detail.png
Region (57, 29) to (87, 59) µm. Cells in gray, sequential cells in the stronger gray; small squares are vias.
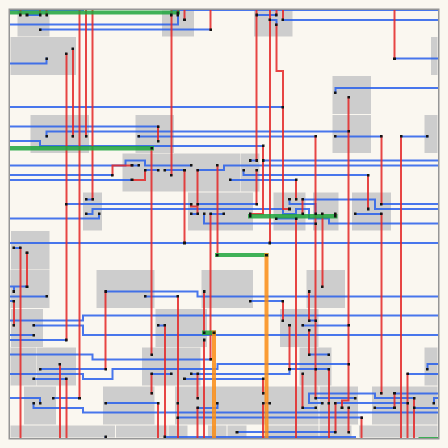
congestion.png
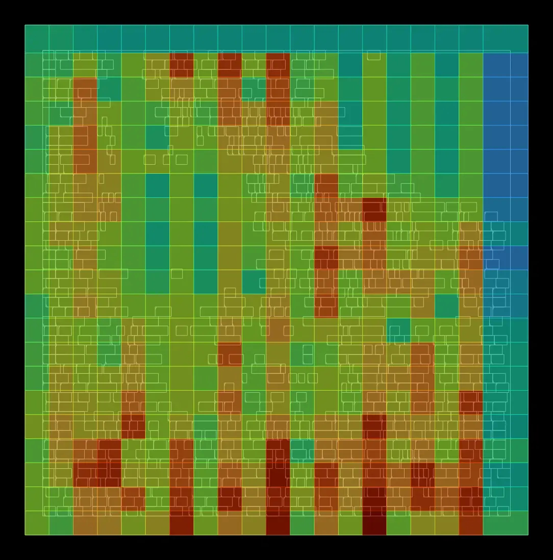
logic_types.png
(4 px per µm)
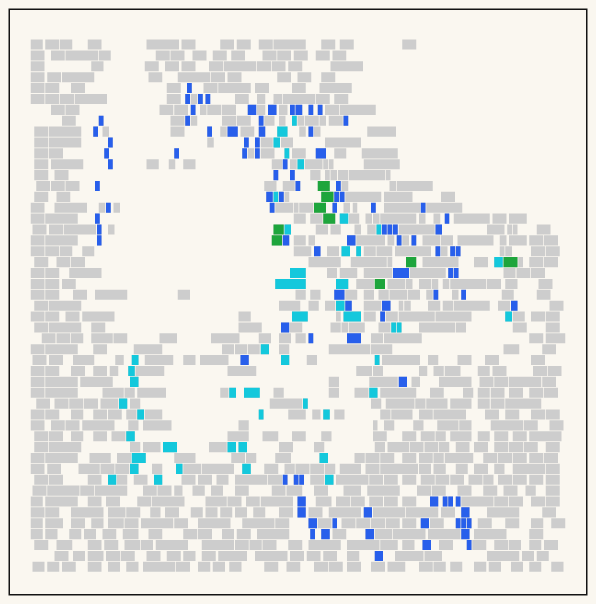
### config.mk
export PLATFORM = sky130hd
export DESIGN_NAME = kmp_match_engine
export DESIGN_NICKNAME = d
export VERILOG_FILES = /design/src/rtl/kmp_match_engine_pkg.sv /design/src/rtl/kmp_match_engine_step.sv /design/src/rtl/kmp_match_engine.sv
export SDC_FILE = /design/constraint.sdc
export NUM_CORES = 1
export LEC_CHECK = 0
export CORE_AREA = 5 5 139 141
export DETAILED_ROUTE_END_ITERATION = 16
export DIE_AREA = 0 0 144 146
export PLACE_DENSITY = 0.74
export SLEW_MARGIN = 20
export SYNTH_ARGS = -nofsm -noshare
export SYNTH_HDL_FRONTEND = slang
export SYNTH_HIERARCHICAL = 1
export SYNTH_SLANG_ARGS = --single-unit
### constraint.sdc
create_clock -name clk -period 3.3 [get_ports clk]
set_input_delay 0.66 -clock clk [delete_from_list [all_inputs] [get_ports clk]]
set_output_delay 0.66 -clock clk [all_outputs]
set_load 0.03 [all_outputs]
### src/rtl/kmp_match_engine_pkg.sv
// Shared widths and FSM state type for the KMP match engine.
package kmp_match_engine_pkg;

  localparam int unsigned KMP_BYTE        = 8;
  localparam int unsigned KMP_MAX_STRING  = 32;
  localparam int unsigned KMP_MAX_PATTERN = 8;
  localparam int unsigned KMP_MAX_STR_ADD = 5;
  localparam int unsigned KMP_MAX_PAT_ADD = 3;

  typedef enum logic [1:0] {
    ST_IDLE = 2'd0,
    ST_SCAN = 2'd1,
    ST_DONE = 2'd2
  } kmp_state_e;

endpackage

### src/rtl/kmp_match_engine_step.sv
// One KMP comparison step: decides the next pattern index, whether the
// string index advances, whether the pattern completed, and whether the
// string ran out without a match.
module kmp_step
  import kmp_match_engine_pkg::*;
#(
  parameter int unsigned BYTE        = KMP_BYTE,
  parameter int unsigned MAX_PAT_ADD = KMP_MAX_PAT_ADD
) (
  input  logic [BYTE-1:0]        i_c,
  input  logic [BYTE-1:0]        i_p,
  input  logic [MAX_PAT_ADD:0]   i_q,
  input  logic [MAX_PAT_ADD:0]   i_plen,
  input  logic [MAX_PAT_ADD-1:0] i_ff,
  input  logic                   i_s_last,
  output logic [MAX_PAT_ADD:0]   o_q_next,
  output logic                   o_adv_s,
  output logic                   o_hit,
  output logic                   o_eos
);

  logic                 w_eq;
  logic [MAX_PAT_ADD:0] w_q_inc;

  assign w_eq    = (i_c == i_p);
  assign w_q_inc = i_q + 1'b1;

  // Step decision; a mismatch with q>0 falls back through the failure table
  // and re-tests the same character, so s is held on that path.
  always_comb begin
    o_q_next = i_q;
    o_adv_s  = 1'b0;
    o_hit    = 1'b0;
    o_eos    = 1'b0;
    if (w_eq) begin
      if (w_q_inc == i_plen) begin
        o_hit = 1'b1;
      end else begin
        o_q_next = w_q_inc;
        o_eos    = i_s_last;
        o_adv_s  = ~i_s_last;
      end
    end else if (i_q != '0) begin
      o_q_next = {1'b0, i_ff};
    end else begin
      o_q_next = '0;
      o_eos    = i_s_last;
      o_adv_s  = ~i_s_last;
    end
  end

endmodule

### src/rtl/kmp_match_engine.sv
// KMP scan engine: one character comparison per cycle over a preloaded
// string/pattern/failure table, reporting the first occurrence.
module kmp_match_engine
  import kmp_match_engine_pkg::*;
#(
  parameter int unsigned BYTE        = KMP_BYTE,
  parameter int unsigned MAX_STRING  = KMP_MAX_STRING,
  parameter int unsigned MAX_PATTERN = KMP_MAX_PATTERN,
  parameter int unsigned MAX_STR_ADD = KMP_MAX_STR_ADD,
  parameter int unsigned MAX_PAT_ADD = KMP_MAX_PAT_ADD
) (
  input  logic                               clk,
  input  logic                               reset,
  input  logic                               i_valid,
  input  logic [MAX_STRING*BYTE-1:0]         str_reg,
  input  logic [MAX_PATTERN*BYTE-1:0]        pat_reg,
  input  logic [MAX_STR_ADD-1:0]             str_last_idx,
  input  logic [MAX_PAT_ADD-1:0]             pat_last_idx,
  input  logic [MAX_PAT_ADD*MAX_PATTERN-1:0] ff_result,
  output logic                               busy,
  output logic                               match_found,
  output logic [MAX_STR_ADD-1:0]             match_idx,
  output logic                               o_valid
);

  localparam int unsigned QW = MAX_PAT_ADD + 1;

  kmp_state_e             r_state, w_state_n;
  logic [MAX_STR_ADD-1:0] r_s, w_s_n;
  logic [QW-1:0]          r_q, w_q_n;
  logic [QW-1:0]          r_plen, w_plen_n;
  logic                   r_found, w_found_n;
  logic [MAX_STR_ADD-1:0] r_idx, w_idx_n;
  logic                   r_busy, r_o_valid;

  logic [BYTE-1:0]        w_c, w_p;
  logic [QW-1:0]          w_qm1;
  logic [MAX_PAT_ADD-1:0] w_ff;
  logic [QW-1:0]          w_q_next;
  logic                   w_adv_s, w_hit, w_eos;

  // Character and failure-entry selection; q stays below plen while scanning.
  assign w_c   = str_reg[int'(r_s) * BYTE +: BYTE];
  assign w_p   = pat_reg[int'(r_q) * BYTE +: BYTE];
  assign w_qm1 = (r_q == '0) ? '0 : r_q - 1'b1;
  assign w_ff  = ff_result[int'(w_qm1) * MAX_PAT_ADD +: MAX_PAT_ADD];

  kmp_step #(
    .BYTE        (BYTE),
    .MAX_PAT_ADD (MAX_PAT_ADD)
  ) u_step (
    .i_c      (w_c),
    .i_p      (w_p),
    .i_q      (r_q),
    .i_plen   (r_plen),
    .i_ff     (w_ff),
    .i_s_last (r_s == str_last_idx),
    .o_q_next (w_q_next),
    .o_adv_s  (w_adv_s),
    .o_hit    (w_hit),
    .o_eos    (w_eos)
  );

  // Next-state and next-datapath decode.
  always_comb begin
    w_state_n = r_state;
    w_s_n     = r_s;
    w_q_n     = r_q;
    w_plen_n  = r_plen;
    w_found_n = r_found;
    w_idx_n   = r_idx;
    unique case (r_state)
      ST_IDLE: begin
        if (i_valid) begin
          w_found_n = 1'b0;
          w_idx_n   = '0;
          w_s_n     = '0;
          w_q_n     = '0;
          w_plen_n  = QW'(pat_last_idx) + QW'(1);
          if (MAX_STR_ADD'(pat_last_idx) > str_last_idx) w_state_n = ST_DONE;
          else                                            w_state_n = ST_SCAN;
        end
      end
      ST_SCAN: begin
        if (w_hit) begin
          w_found_n = 1'b1;
          w_idx_n   = r_s - MAX_STR_ADD'(r_q);
          w_state_n = ST_DONE;
        end else begin
          w_q_n = w_q_next;
          if (w_eos)   w_state_n = ST_DONE;
          if (w_adv_s) w_s_n     = r_s + 1'b1;
        end
      end
      ST_DONE: w_state_n = ST_IDLE;
      default: w_state_n = ST_IDLE;
    endcase
  end

  // State, datapath and registered outputs.
  always_ff @(posedge clk or negedge reset) begin
    if (!reset) begin
      r_state   <= ST_IDLE;
      r_s       <= '0;
      r_q       <= '0;
      r_plen    <= '0;
      r_found   <= 1'b0;
      r_idx     <= '0;
      r_busy    <= 1'b0;
      r_o_valid <= 1'b0;
    end else begin
      r_state   <= w_state_n;
      r_s       <= w_s_n;
      r_q       <= w_q_n;
      r_plen    <= w_plen_n;
      r_found   <= w_found_n;
      r_idx     <= w_idx_n;
      r_busy    <= (w_state_n != ST_IDLE);
      r_o_valid <= (w_state_n == ST_DONE);
    end
  end

  assign busy        = r_busy;
  assign match_found = r_found;
  assign match_idx   = r_idx;
  assign o_valid     = r_o_valid;

endmodule
==> PnR_summary.wiki <==
== Run summary ==
{| class="wikitable"
! Metric !! Value
|-
| Part of the cycle the worst path needs || 1.088
|-
| Setup ws final || -0.2902 ns
|-
| Required arrival time at the worst endpoint || 3.44 ns
|-
| Layout cells sized above 1 || 0.2430
|-
| Average footprint of a synthesized cell || 9.632 µm²
|-
| Routability-driven placement congestion ratio || around 0.92
|-
| Total number of placement rows || 49
|-
| Clock root buffer master || clkbuf_16
|-
| Time the final worst path needs with I/O delays and setup || 3.590 ns
|-
| Transition time at the pin with the least slew margin || 0.8448 ns
|-
| Async set or reset register ratio after synthesis || 1.000
|-
| Power density normalized to cell area || 589.9 nW/µm²
|-
| Maximum clock insertion buffer count || 2
|-
| Dominant register cell || dfrtp_1
|-
| Startpoint Class || input pin
|-
| Clock Pin Slew Worst Setup and Hold Paths || 0.06 ns
|-
| Seq/Total Area, Yosys || 0.1269
|-
| I/O Buffers || 362
|-
| Cells in synth_stat.txt || about 470
|-
| Total count of max-transition violations in the final report || 0
|-
| Top logic cell by instance count in the layout || clkdlybuf4s50_1
|-
| FP Core Util || 0.2543
|-
| Largest net degree at the start of global routing || 30
|-
| CTS tree || yes
|-
| Tally of yosys warning messages || 6
|-
| Chip area || around 21000 µm²
|-
| Final core occ || 0.5160
|-
| Nets || 1229
|-
| MI comb area || 3948 µm²
|-
| Number of DRC markers after the initial detailed-route iteration || 302
|-
| Routed len/inst || about 22 µm
|-
| Final sum of negative setup slack || -2.450 ns
|-
| Number of antenna violations at the first check in global routing || 4
|-
| CTS Buf Count || 3
|-
| Count of flip-flops with a built-in enable after synthesis || 0
|-
| Placed cell count || 1070
|-
| Sequential cell area || 581.8 µm²
|-
| GRT Resource Usage Total || 0.2118
|-
| Setup repair after global routing missed its margin || true
|-
| Worst Setup Path Type || input pin to flip-flop
|-
| Post-detailed-placement cell area || 8668 µm²
|-
| Crit path cell chain || clkdlybuf4s50_1 -> mux4_2 -> nand2_1 -> nand2_1 -> a221oi_2 -> buf_4 -> nor2_2 -> xnor2_1 -> nand4_1 -> nor2_4 -> mux2_4 -> nor2_2 -> nand3b_1 -> a21oi_2 -> nor3b_2 -> xnor2_1 -> nor2_1
|-
| Deepest level of the CTS H-tree || 1
|-
| Hold-fix buffers at CTS || 0
|-
| Most common logic cells in the final layout || 301 x clkdlybuf4s50_1, 67 x nand2_1, 66 x mux4_2, 54 x dlygate4sd2_1, 44 x buf_4
|-
| # Max-Cap Violations || 0
|-
| Overall die width || 144 µm
|-
| Gate count of the mapped netlist || approximately 470
|-
| Number of clock sinks || 23
|-
| Run status || finished with violations
|-
| Number of standard cells in the final layout excluding fillers || approximately 1100
|-
| Worst path arrival time || 3.73 ns
|-
| Final hold violations || 0
|-
| Vias in the first global route || about 6000
|-
| Library cell contributing the largest single delay on the critical path || mux4_2
|-
| Leakage power || 0.003567 µW
|-
| Highest Clock Rate || 278.5 MHz
|-
| Wire length reported by the detailed router || 23730 µm
|-
| Via-to-Cell Ratio || 5.124
|-
| Most utilized layer in the global route result || met2
|-
| Buffers plus inverters on the worst setup path || 2
|-
| Final tally of setup violations || 16
|-
| Failing checks || negative setup slack
|-
| Post-synth area from yosys stat || roughly 4500 µm²
|-
| Critical Path Max Stage Delay || 0.48 ns
|-
| Post-detailed-route DRC marker count || 0
|-
| Floorplan net count || around 840
|-
| Clk ins delay skew pair || roughly 0.26 ns
|-
| Total gr overflow || 0
|-
| FF+latch count, synth || 23
|-
| Number of vias in the routed layout || 5585
|-
| Number of top-level design ports || 363
|-
| First-pass DRT Iterations || 5
|-
| Area of the core || 17840 µm²
|-
| Family of cells with the greatest summed delay on the critical path || simple AND/OR/NAND/NOR gates
|-
| Number of antenna-violating nets in the routed design || 0
|-
| Global-route wire length before repair || 34250 µm
|-
| Post-DP HPWL || 20510 µm
|-
| Final clock skew || 0.006224 ns
|-
| Count of filler cells inserted in the layout || ~1600
|-
| Maximum fanout along the worst path || 4
|}
Back to the opening pictures, detail.png:
| color | layer |
|---|---|
| blue | metal 1 |
| orange | metal 4 |
| green | metal 3 |
| red | metal 2 |
sequential cells in the window: 0
most frequent: buf_4 (9), clkdlybuf4s50_1 (6), nor2_2 (3)
cells with their middle in the window: 34

Back to the opening pictures, congestion.png:
GR Layer Usage met1: 0.2703
met3 track demand over resource: 0.03681

Back to the opening pictures, logic_types.png:
| color | family | cells |
|---|---|---|
| blue | nand cells | 99 |
| green | non-inverting ao/oa cells | 9 |
| cyan | nor cells | 47 |

metrics by stage:
stage | power (µW) | hold WS, ns | setup slack [ns]
global route | 5813 | 0.5051 | -0.4358
CTS | 5290 | 0.4995 | -0.3099
detailed placement | 4509 | 0.4756 | -0.7709
floorplan | 3206 | 0.3644 | -0.1070
global placement | 4487 | 0.4733 | -0.7432
finish | 5431 | 0.4889 | -0.2902
timing repair:
item,in CTS,in global routing
cloned,2,1
gates resized,111,42
endpoints found under the setup margin,18,18
setup buffers,10,4
pin swaps,53,41
final cells by class:
class                   instances  share of cell area
diodes                          1           0.0002718
clock buffers                   3            0.008154
clock inverters                 1           0.0005436
inverters                      15            0.006116
multi-input cells             392              0.4288
flip-flops and latches         23             0.06320
well taps                     229             0.03112
repair buffers                426              0.4618
worst min-delay path: cells and delay by family, from the launching register on:
kind          cells  cell delay, ns
simple gates      2            0.10
flops             1            0.36
power breakdown:
part / switching [µW] / total (µW) / internal, µW
clock: 98.5 / 261 / 163
sequential: 90.0 / 452 / 362
combinational: 2160 / 4720 / 2560
total: 2350 / 5430 / 3080
cell usage after synthesis (3+ instances only):
cell type   n  area [µm²]
buf_2       8       40.04
a211oi_1   14       105.1
buf_4       5       37.54
mux2_2     16       180.2
a31oi_1     4       25.02
inv_1      15       56.30
o22ai_1     8       50.05
clkbuf_1   19       71.32
nand2_1    80       300.3
nand3_1     9       45.04
mux2i_1    20       200.2
xnor2_1    17       148.9
nor2_1     19       71.32
o21ai_0    22       110.1
nor3_1     12       60.06
mux4_1      5       131.4
buf_6       5       56.30
nand4_1     5       31.28
dfrtp_1    23       575.6
buf_1       3       11.26
a22o_1      4       35.03
nor2b_1    10       62.56
nand3b_1    3       22.52
a221oi_1    9       78.83
o221ai_1    9       78.83
mux4_2     61        1374
a21oi_1    18       90.09
ha_1       12       150.1
xor2_1      9       78.83
worst paths after layout:
check,depth (start not counted),to,slack [ns],start
worst min register to register,2,match_found,0.49,match_found
worst max register to register,16,r_s[3],-0.28,r_s[0]
worst min-delay path,2,match_found,0.49,match_found
max in group asynchronous,1,r_s[0],1.80,reset
worst max-delay path,17,r_s[3],-0.29,str_reg[249]
min in group asynchronous,1,r_plen[0],0.89,reset
per-layer routing:
layer  vias to the layer above  wire length [µm]
met1                      2672              9483
li1                       2607                 -
met2                       270             11890
met3                        34              1888
met5                         -                13
met4                         2               457
logic make-up (layout without fill, tap and decap cells):
| logic type | Yosys count | after routing | share of synthesized area |
|---|---|---|---|
| AND-OR/OR-AND | 99 | 99 | 0.1470 |
| buffers and inverters | 56 | 445 | 0.06453 |
| flip-flops | 23 | 23 | 0.1269 |
| other | 0 | 1 | 0 |
| XOR/XNOR | 27 | 27 | 0.05516 |
| adder cells (fa/ha/maj) | 13 | 13 | 0.03751 |
| AND/OR/NAND/NOR | 150 | 150 | 0.1500 |
| multiplexers | 103 | 103 | 0.4189 |
registers in the layout, indices dropped and copies added (netlist names):
register and count:
busy 1, match_found 1, match_idx 5, o_valid 1
r_plen 4, r_q 4, r_s 5, r_state 2
Power is estimated from default activity; no workload was simulated.
